$ cat src/rtl/spi_cmd_pkg.sv
// Shared opcodes and FSM state encoding for the SPI command decoder.
package spi_cmd_pkg;

    localparam logic [7:0] OP_WRITE   = 8'h02;
    localparam logic [7:0] OP_READ    = 8'h03;
    localparam logic [7:0] OP_READ_ID = 8'h9F;

    typedef enum logic [3:0] {
        IDLE,
        CMD,
        ADDR,
        WDATA,
        RD_REQ,
        RD_WAIT,
        RDATA,
        DONE,
        SKIP
    } state_t;

endpackage

$ cat src/rtl/spi_cmd_rd_timer.sv
// Loadable down-counter that flags when a register read has waited too long.
module spi_cmd_rd_timer #(
    parameter int MAX = 16
) (
    input  logic clk,
    input  logic rst_n,
    input  logic i_load,
    input  logic i_en,
    output logic o_expired
);
    localparam int W = $clog2(MAX + 1);

    logic [W-1:0] r_count;

    // Holds at zero once expired so the decoder sees a steady timeout flag.
    always_ff @(posedge clk) begin
        if (!rst_n) begin
            r_count <= '0;
        end else if (i_load) begin
            r_count <= W'(MAX);
        end else if (i_en && (r_count != '0)) begin
            r_count <= r_count - W'(1);
        end
    end

    assign o_expired = (r_count == '0);

endmodule

$ cat src/rtl/spi_cmd_decoder.sv
// Parses SPI byte frames (CMD, ADDR, DATA...) into register-bus reads and writes.
// Define SPI_CMD_AUTO_INC_EN to enable burst writes/reads with address auto-increment.
module spi_cmd_decoder
    import spi_cmd_pkg::*;
#(
    parameter logic [7:0] ID_VALUE    = 8'hA5,
    parameter logic [7:0] DUMMY_BYTE  = 8'h00,
    parameter int         RD_WAIT_MAX = 16
) (
    input  logic       clk,
    input  logic       rst_n,
    input  logic [7:0] rx_data,
    input  logic       rx_valid,
    input  logic       cs_idle,
    output logic [7:0] tx_data,
    output logic       tx_valid,
    output logic [7:0] reg_addr,
    output logic [7:0] reg_wdata,
    output logic       reg_we,
    output logic       reg_re,
    input  logic [7:0] reg_rdata,
    input  logic       reg_rvalid,
    output logic       frame_err
);

    state_t r_state;
    logic   r_is_read;
    logic   w_tmr_load;
    logic   w_tmr_en;
    logic   w_tmr_expired;

    assign w_tmr_load = (r_state == RD_REQ);
    assign w_tmr_en   = (r_state == RD_WAIT);

    spi_cmd_rd_timer #(
        .MAX(RD_WAIT_MAX)
    ) u_rd_timer (
        .clk      (clk),
        .rst_n    (rst_n),
        .i_load   (w_tmr_load),
        .i_en     (w_tmr_en),
        .o_expired(w_tmr_expired)
    );

    always_ff @(posedge clk) begin
        if (!rst_n) begin
            r_state   <= IDLE;
            r_is_read <= 1'b0;
            tx_data   <= DUMMY_BYTE;
            tx_valid  <= 1'b0;
            reg_addr  <= 8'h00;
            reg_wdata <= 8'h00;
            reg_we    <= 1'b0;
            reg_re    <= 1'b0;
            frame_err <= 1'b0;
        end else begin
            tx_valid  <= 1'b0;
            reg_we    <= 1'b0;
            reg_re    <= 1'b0;
            frame_err <= 1'b0;
`ifdef SPI_CMD_AUTO_INC_EN
            if (reg_we) begin
                reg_addr <= reg_addr + 8'd1;
            end
`endif
            case (r_state)
                IDLE: begin
                    if (!cs_idle) begin
                        r_state <= CMD;
                    end
                end
                CMD: begin
                    if (rx_valid) begin
                        case (rx_data)
                            OP_WRITE: begin
                                r_is_read <= 1'b0;
                                r_state   <= ADDR;
                            end
                            OP_READ: begin
                                r_is_read <= 1'b1;
                                r_state   <= ADDR;
                            end
                            OP_READ_ID: begin
                                tx_data  <= ID_VALUE;
                                tx_valid <= 1'b1;
                                r_state  <= DONE;
                            end
                            default: begin
                                frame_err <= 1'b1;
                                r_state   <= SKIP;
                            end
                        endcase
                    end
                end
                ADDR: begin
                    if (rx_valid) begin
                        reg_addr <= rx_data;
                        r_state  <= r_is_read ? RD_REQ : WDATA;
                    end else if (cs_idle) begin
                        frame_err <= 1'b1;
                    end
                end
                WDATA: begin
                    if (rx_valid) begin
                        reg_wdata <= rx_data;
                        reg_we    <= 1'b1;
`ifndef SPI_CMD_AUTO_INC_EN
                        r_state   <= SKIP;
`endif
                    end
                end
                RD_REQ: begin
                    // A byte arriving before the read completes means the master outran the bus.
                    if (rx_valid) begin
                        frame_err <= 1'b1;
                        r_state   <= SKIP;
                    end else if (!cs_idle) begin
                        reg_re  <= 1'b1;
                        r_state <= RD_WAIT;
                    end
                end
                RD_WAIT: begin
                    if (cs_idle || rx_valid) begin
                        frame_err <= 1'b1;
                        r_state   <= SKIP;
                    end else if (reg_rvalid) begin
                        tx_data  <= reg_rdata;
                        tx_valid <= 1'b1;
                        r_state  <= RDATA;
                    end else if (w_tmr_expired) begin
                        tx_data   <= DUMMY_BYTE;
                        tx_valid  <= 1'b1;
                        frame_err <= 1'b1;
                        r_state   <= SKIP;
                    end
                end
                RDATA: begin
                    if (rx_valid) begin
`ifdef SPI_CMD_AUTO_INC_EN
                        reg_addr <= reg_addr + 8'd1;
                        r_state  <= RD_REQ;
`else
                        r_state  <= SKIP;
`endif
                    end
                end
                DONE, SKIP: begin
                end
                default: begin
                    r_state <= IDLE;
                end
            endcase
            // Chip-select release ends the frame after any same-cycle byte has been handled.
            if (cs_idle) begin
                r_state <= IDLE;
            end
        end
    end

endmodule
$ cat config.mk
export PLATFORM = sky130hd
export DESIGN_NAME = spi_cmd_decoder
export DESIGN_NICKNAME = d
export VERILOG_FILES = /design/src/rtl/spi_cmd_pkg.sv /design/src/rtl/spi_cmd_rd_timer.sv /design/src/rtl/spi_cmd_decoder.sv
export SDC_FILE = /design/constraint.sdc
export NUM_CORES = 1
export LEC_CHECK = 0
export CORE_MARGIN = 2
export CORE_UTILIZATION = 50
export CTS_CLUSTER_DIAMETER = 200
export DETAILED_ROUTE_END_ITERATION = 8
export PLACE_DENSITY = 0.87
export RECOVER_POWER = 25
export SYNTH_ARGS = -nofsm -noshare
export SYNTH_HDL_FRONTEND = slang
export SYNTH_SLANG_ARGS = --single-unit
$ cat constraint.sdc
create_clock -name clk -period 5.2 [get_ports clk]
set_clock_uncertainty 0.05 [all_clocks]
set_input_delay 1.3 -clock clk [delete_from_list [all_inputs] [get_ports clk]]
set_output_delay 1.3 -clock clk [all_outputs]
set_load 0.05 [all_outputs]
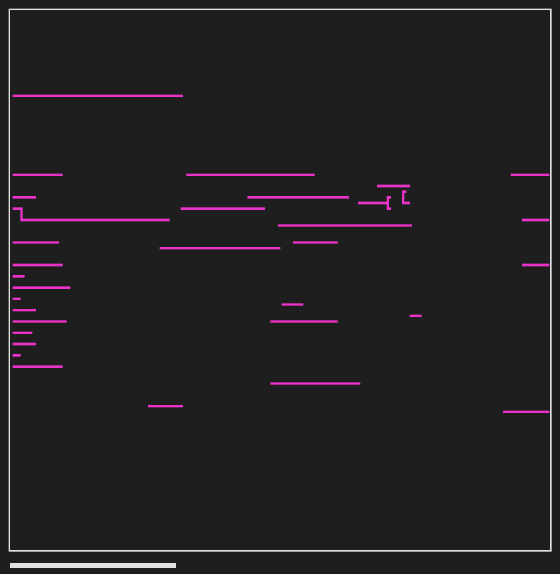
Figure 1: run 1, metal 3.
Scale bar: 20 um.
longest straight run: 20.2 um
main direction: horizontal
nets with wire on the layer: 29
met3 Track Usage GR: 4.69%
DR vias: 1640
WL final: 4220 um

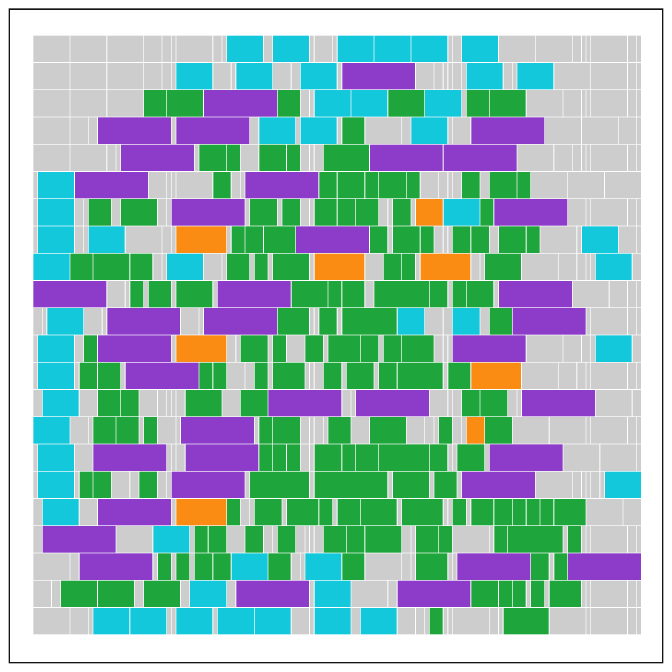
Figure 2: run 1, placement by cell class.
Fill, decap, tap and diode cells in gray.
| color | class | cells | share of their area |
|---|---|---|---|
| green | all other logic | 158 | 43% |
| cyan | other buffers and delay cells | 50 | 21% |
| orange | clock drivers and dummy loads | 8 | 4.0% |
| purple | flip-flops | 38 | 32% |
post-layout util: 67.2%
sequential share of cell area: 31.2%
core area: 3630 um^2

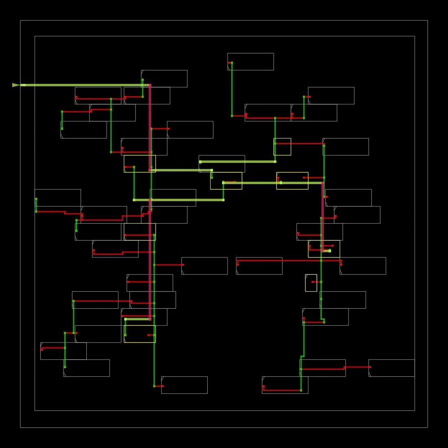
Figure 3: run 1, clock routing.
Clk. pwr: 211 uW
clock buffer count: 6
CTS buffer count: 5

==> results_dict.tcl, run 1 <==
# yosys + openroad results
set metrics [dict create \
    run_status "complete, no violations" \
    die_x_um 65.1 \
    ys.flop_type "dfxtp_1" \
    grt_overflow 0 \
    ys_area_um2 1870 \
    slew_headroom_pct 30.4 \
    cts-htree-levels 2 \
    flops 38 \
    antenna_found_initial 0 \
    synthArstFlopShare_pct 0 \
    synth_area_um2 1870 \
    p_per_area_nw_per_um2 231 \
    maxSlewViolCount 0 \
    maxCapViolCount 0 \
    synth_nets 233 \
    r2r_cells 5 \
    layout-drive-gt1-share_pct 8.27 \
    cp_max_fo 20 \
    switching_share_pct 24.3 \
    wl_met2_um 2070 \
    placedCellCount 294 \
    topCombFamilyByArea "simple AND/OR/NAND/NOR gates" \
    cts-root-buf "clkbuf_8" \
    die_y_um 65.1 \
    warning_count 26 \
    cp.arrival_ns 3.39 \
    die_area_um2 4240 \
    cp_top_family "buffers and inverters" \
    top_usage_layer "met2" \
    yosys_warnings 0 \
    area_delta_synth_final_pct 30.9 \
    p_comb_uw 54.6 \
    fin_ws_ns 1.95 \
    finalSetupViolCount 0 \
    critical_path_class "in2reg" \
    ys_top_cells_by_area "dfxtp_1 41%, mux2i_1 5.4%, nand2_1 4.8%, nor2b_1 3.7%, a21boi_0 3.6%" \
    finalHoldViolCount 0 \
    grt_pass1_wl_um 6920 \
    final_nets 275 \
    whs_ns 0.406 \
    cts_tree "done" \
    biggestCellCategory "combinational gates" \
    power_switching_uw 137 \
    syn_inst 211 \
    total_power_uw 563 \
    worst_ep_required_time_ns 5.34 \
    clock_latency_ns 0.29 \
    yosysCellCount 211 \
    cpPeakStageDelay_ns 0.81 \
]
Figure 4. The metal 1 layer (run 1).
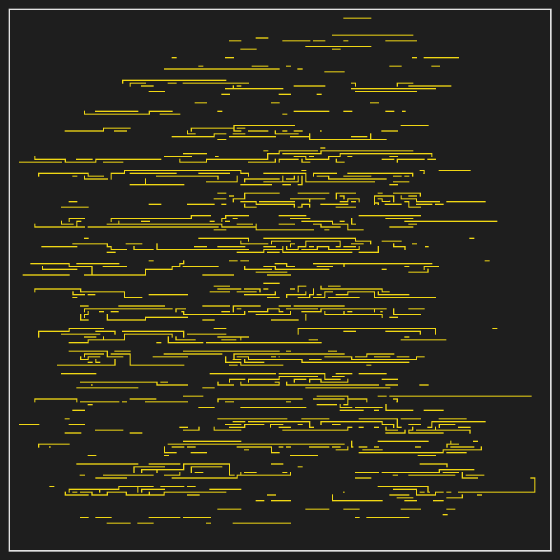

## Run 2: what changed since run 1
Settings changed: CORE_UTILIZATION 50 to 43, PLACE_DENSITY 0.87 to 0.8.
Clock period 5.2 ns to 2.7 ns, I/O delays scaled along.
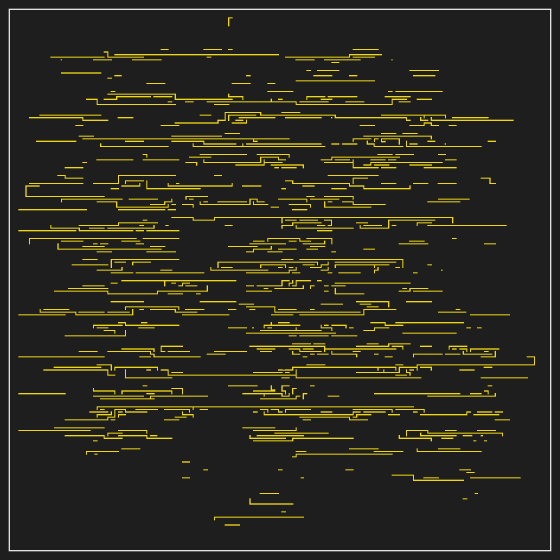
Figure 5: run 2, the metal 1 layer.
share of all routed wire: 47%
longest straight run: 40.9 um
nets with wire on the layer: 249
wire length on this layer: 2080 um
main direction: horizontal

==> run 2 against run 1 <==
Against the previous run:
- core utilization fell by 5.5 points
- largest power group is now the clock network
- routed wire length rose by 4.0%
- global-route usage fell by 2.5 points
- register-to-register slack got worse by 2.5 ns
- sequential share of layout area fell by 0.97 points
- non-clock buffer count rose by 5
==> results_dict.tcl, run 2 <==
# yosys + openroad results
set metrics [dict create \
    flop_area_um2 761 \
    ys_top_cells_by_area "dfxtp_1 41%, mux2i_1 5.4%, nand2_1 4.8%, nor2b_1 3.7%, a21boi_0 3.6%" \
    layout-drive-gt1-share_pct 9.65 \
    total_power_uw 1280 \
    die_y_um 69.9 \
    synth_area_um2 1870 \
    p_per_area_nw_per_um2 509 \
    r2r_cells 5 \
    yosys_warnings 0 \
    die_x_um 69.9 \
    biggestCellCategory "combinational gates" \
    switching_share_pct 20.9 \
    grt_overflow 0 \
    clock_latency_ns 0.29 \
    maxSlewViolCount 0 \
    critical_path_class "in2reg" \
    area_delta_synth_final_pct 35.1 \
    core_um2 4090 \
    synth.distinct_cells 50 \
    cp.arrival_ns 2.45 \
    maxCapViolCount 0 \
    finalSetupViolCount 0 \
    ys_area_um2 1870 \
    finish.utilization_pct 61.7 \
    fin_ws_ns 0.388 \
    cts_buffers 5 \
    clkbuf_count 6 \
    cts-root-buf "clkbuf_8" \
    final_nets 280 \
    p_comb_uw 109 \
    placedCellCount 301 \
    antenna_found_initial 0 \
    synthArstFlopShare_pct 0 \
    warning_count 26 \
    ys.flop_type "dfxtp_1" \
    whs_ns 0.413 \
    synth_nets 233 \
    flops 38 \
    wirelength_um 4390 \
    cts_tree "done" \
    via_count 1654 \
    worst_ep_required_time_ns 2.84 \
    syn_inst 211 \
    die_area_um2 4880 \
    cp_top_family "buffers and inverters" \
    seq_share_pct 30.2 \
    finalHoldViolCount 0 \
    run_status "complete, no violations" \
    fin_cells 309 \
    top_usage_layer "met2" \
    globalRouteMet3Util_pct 4.47 \
    slew_headroom_pct 65.2 \
    yosysCellCount 211 \
]
## Run 3: what changed since run 2
Settings changed: REMOVE_ABC_BUFFERS set to 1.
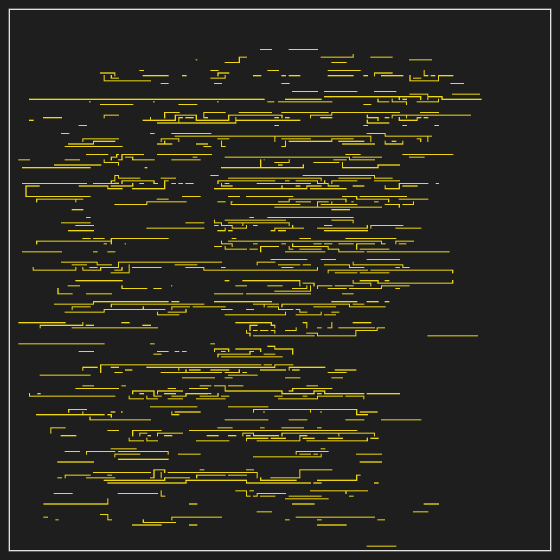
Figure 6: run 3, the metal 1 layer.
longest straight run: 30.4 um
nets with wire on the layer: 255
wire length on this layer: 1940 um
DR vias: 1625
WL final: 4150 um
GR Util met1: 23.6%

==> run 3 against run 2 <==
Against the previous run:
- cell area decreased by 1.8%
- die size unchanged
- via count decreased by 1.8%
- non-clock buffer count decreased by 1
- fmax about the same
- critical path depth unchanged
- cell count decreased by 0.32%
- global-route usage decreased by 1.3 points
- setup slack got worse by 0.0018 ns
- sequential cell count unchanged
- core utilization decreased by 1.1 points
- critical path type unchanged
==> results_dict.tcl, run 3 <==
# yosys + openroad results
set metrics [dict create \
    ys.flop_type "dfxtp_1" \
    synthArstFlopShare_pct 0 \
    run_status "complete, no violations" \
    yosysCellCount 211 \
    switching_share_pct 22.1 \
    cts-htree-levels 2 \
    cts-root-buf "clkbuf_8" \
    fin_cells 308 \
    maxCapViolCount 0 \
    die_x_um 69.9 \
    yosys_warnings 0 \
    ys_top_cells_by_area "dfxtp_1 41%, mux2i_1 5.4%, nand2_1 4.8%, nor2b_1 3.7%, a21boi_0 3.6%" \
    common_cells "38 x dfxtp_1, 24 x nand2_1, 16 x nor2_1" \
    p_clk_uw 465 \
    clkbuf_count 5 \
    placedCellCount 300 \
    ys_area_um2 1870 \
    max-clock-path-buffers 2 \
    power_switching_uw 253 \
    cp.arrival_ns 2.44 \
    cp_max_fo 4 \
    finish.utilization_pct 60.6 \
    die_area_um2 4880 \
    r2r_cells 6 \
    biggestCellCategory "combinational gates" \
    grt_pass1_wl_um 6920 \
    p_comb_uw 107 \
    syn_inst 211 \
    cp-end-kind "flip-flop" \
    globalRouteMet3Util_pct 3.90 \
    fin_ws_ns 0.386 \
    topCombFamilyByArea "simple AND/OR/NAND/NOR gates" \
    synth_area_um2 1870 \
    top_usage_layer "met2" \
    post_cts_resized 0 \
    cts_tree "done" \
    cts_setup_buffers 0 \
    critical_path_class "in2reg" \
    p_leak_uw 0.000899 \
    layout-drive-gt1-share_pct 8.91 \
    mi_logic_area_um2 1010 \
    seq_share_pct 30.7 \
    r2r-end "reg_addr[3]" \
    maxSlewViolCount 0 \
    p_per_area_nw_per_um2 463 \
    final_nets 279 \
    startpoint "rx_data[2]" \
    hp-start "tx_data[4]" \
    worst_ep_required_time_ns 2.83 \
    cts_buffers 5 \
    cp-start-kind "primary input" \
    flop_area_um2 761 \
    wl_met2_um 1980 \
    cpPeakStageDelay_ns 0.60 \
    finalSetupViolCount 0 \
    grt_overflow 0 \
    warning_count 25 \
    slew_headroom_pct 64.5 \
    flops 38 \
    synth.distinct_cells 50 \
    die_y_um 69.9 \
    min_path_type "reg2reg" \
    whs_ns 0.411 \
    dr.first_iter.drc_count 88 \
    fmax_mhz 432 \
    synth.most_common_cell "dfxtp_1" \
    cts.sinks 38 \
    worstMarginPinSlew_ns 0.532 \
    io_buffers 48 \
    edf_count 0 \
    area_delta_synth_final_pct 32.7 \
    finalHoldViolCount 0 \
    yosys.area_share.aoi_pct 19.0 \
    antenna_found_initial 0 \
    critPathBufInv 1 \
    total_power_uw 1140 \
    clock_latency_ns 0.28 \
    core_um2 4090 \
    cp_top_family "AND-OR/OR-AND gates" \
]
Power and IR drop assume default switching activity.
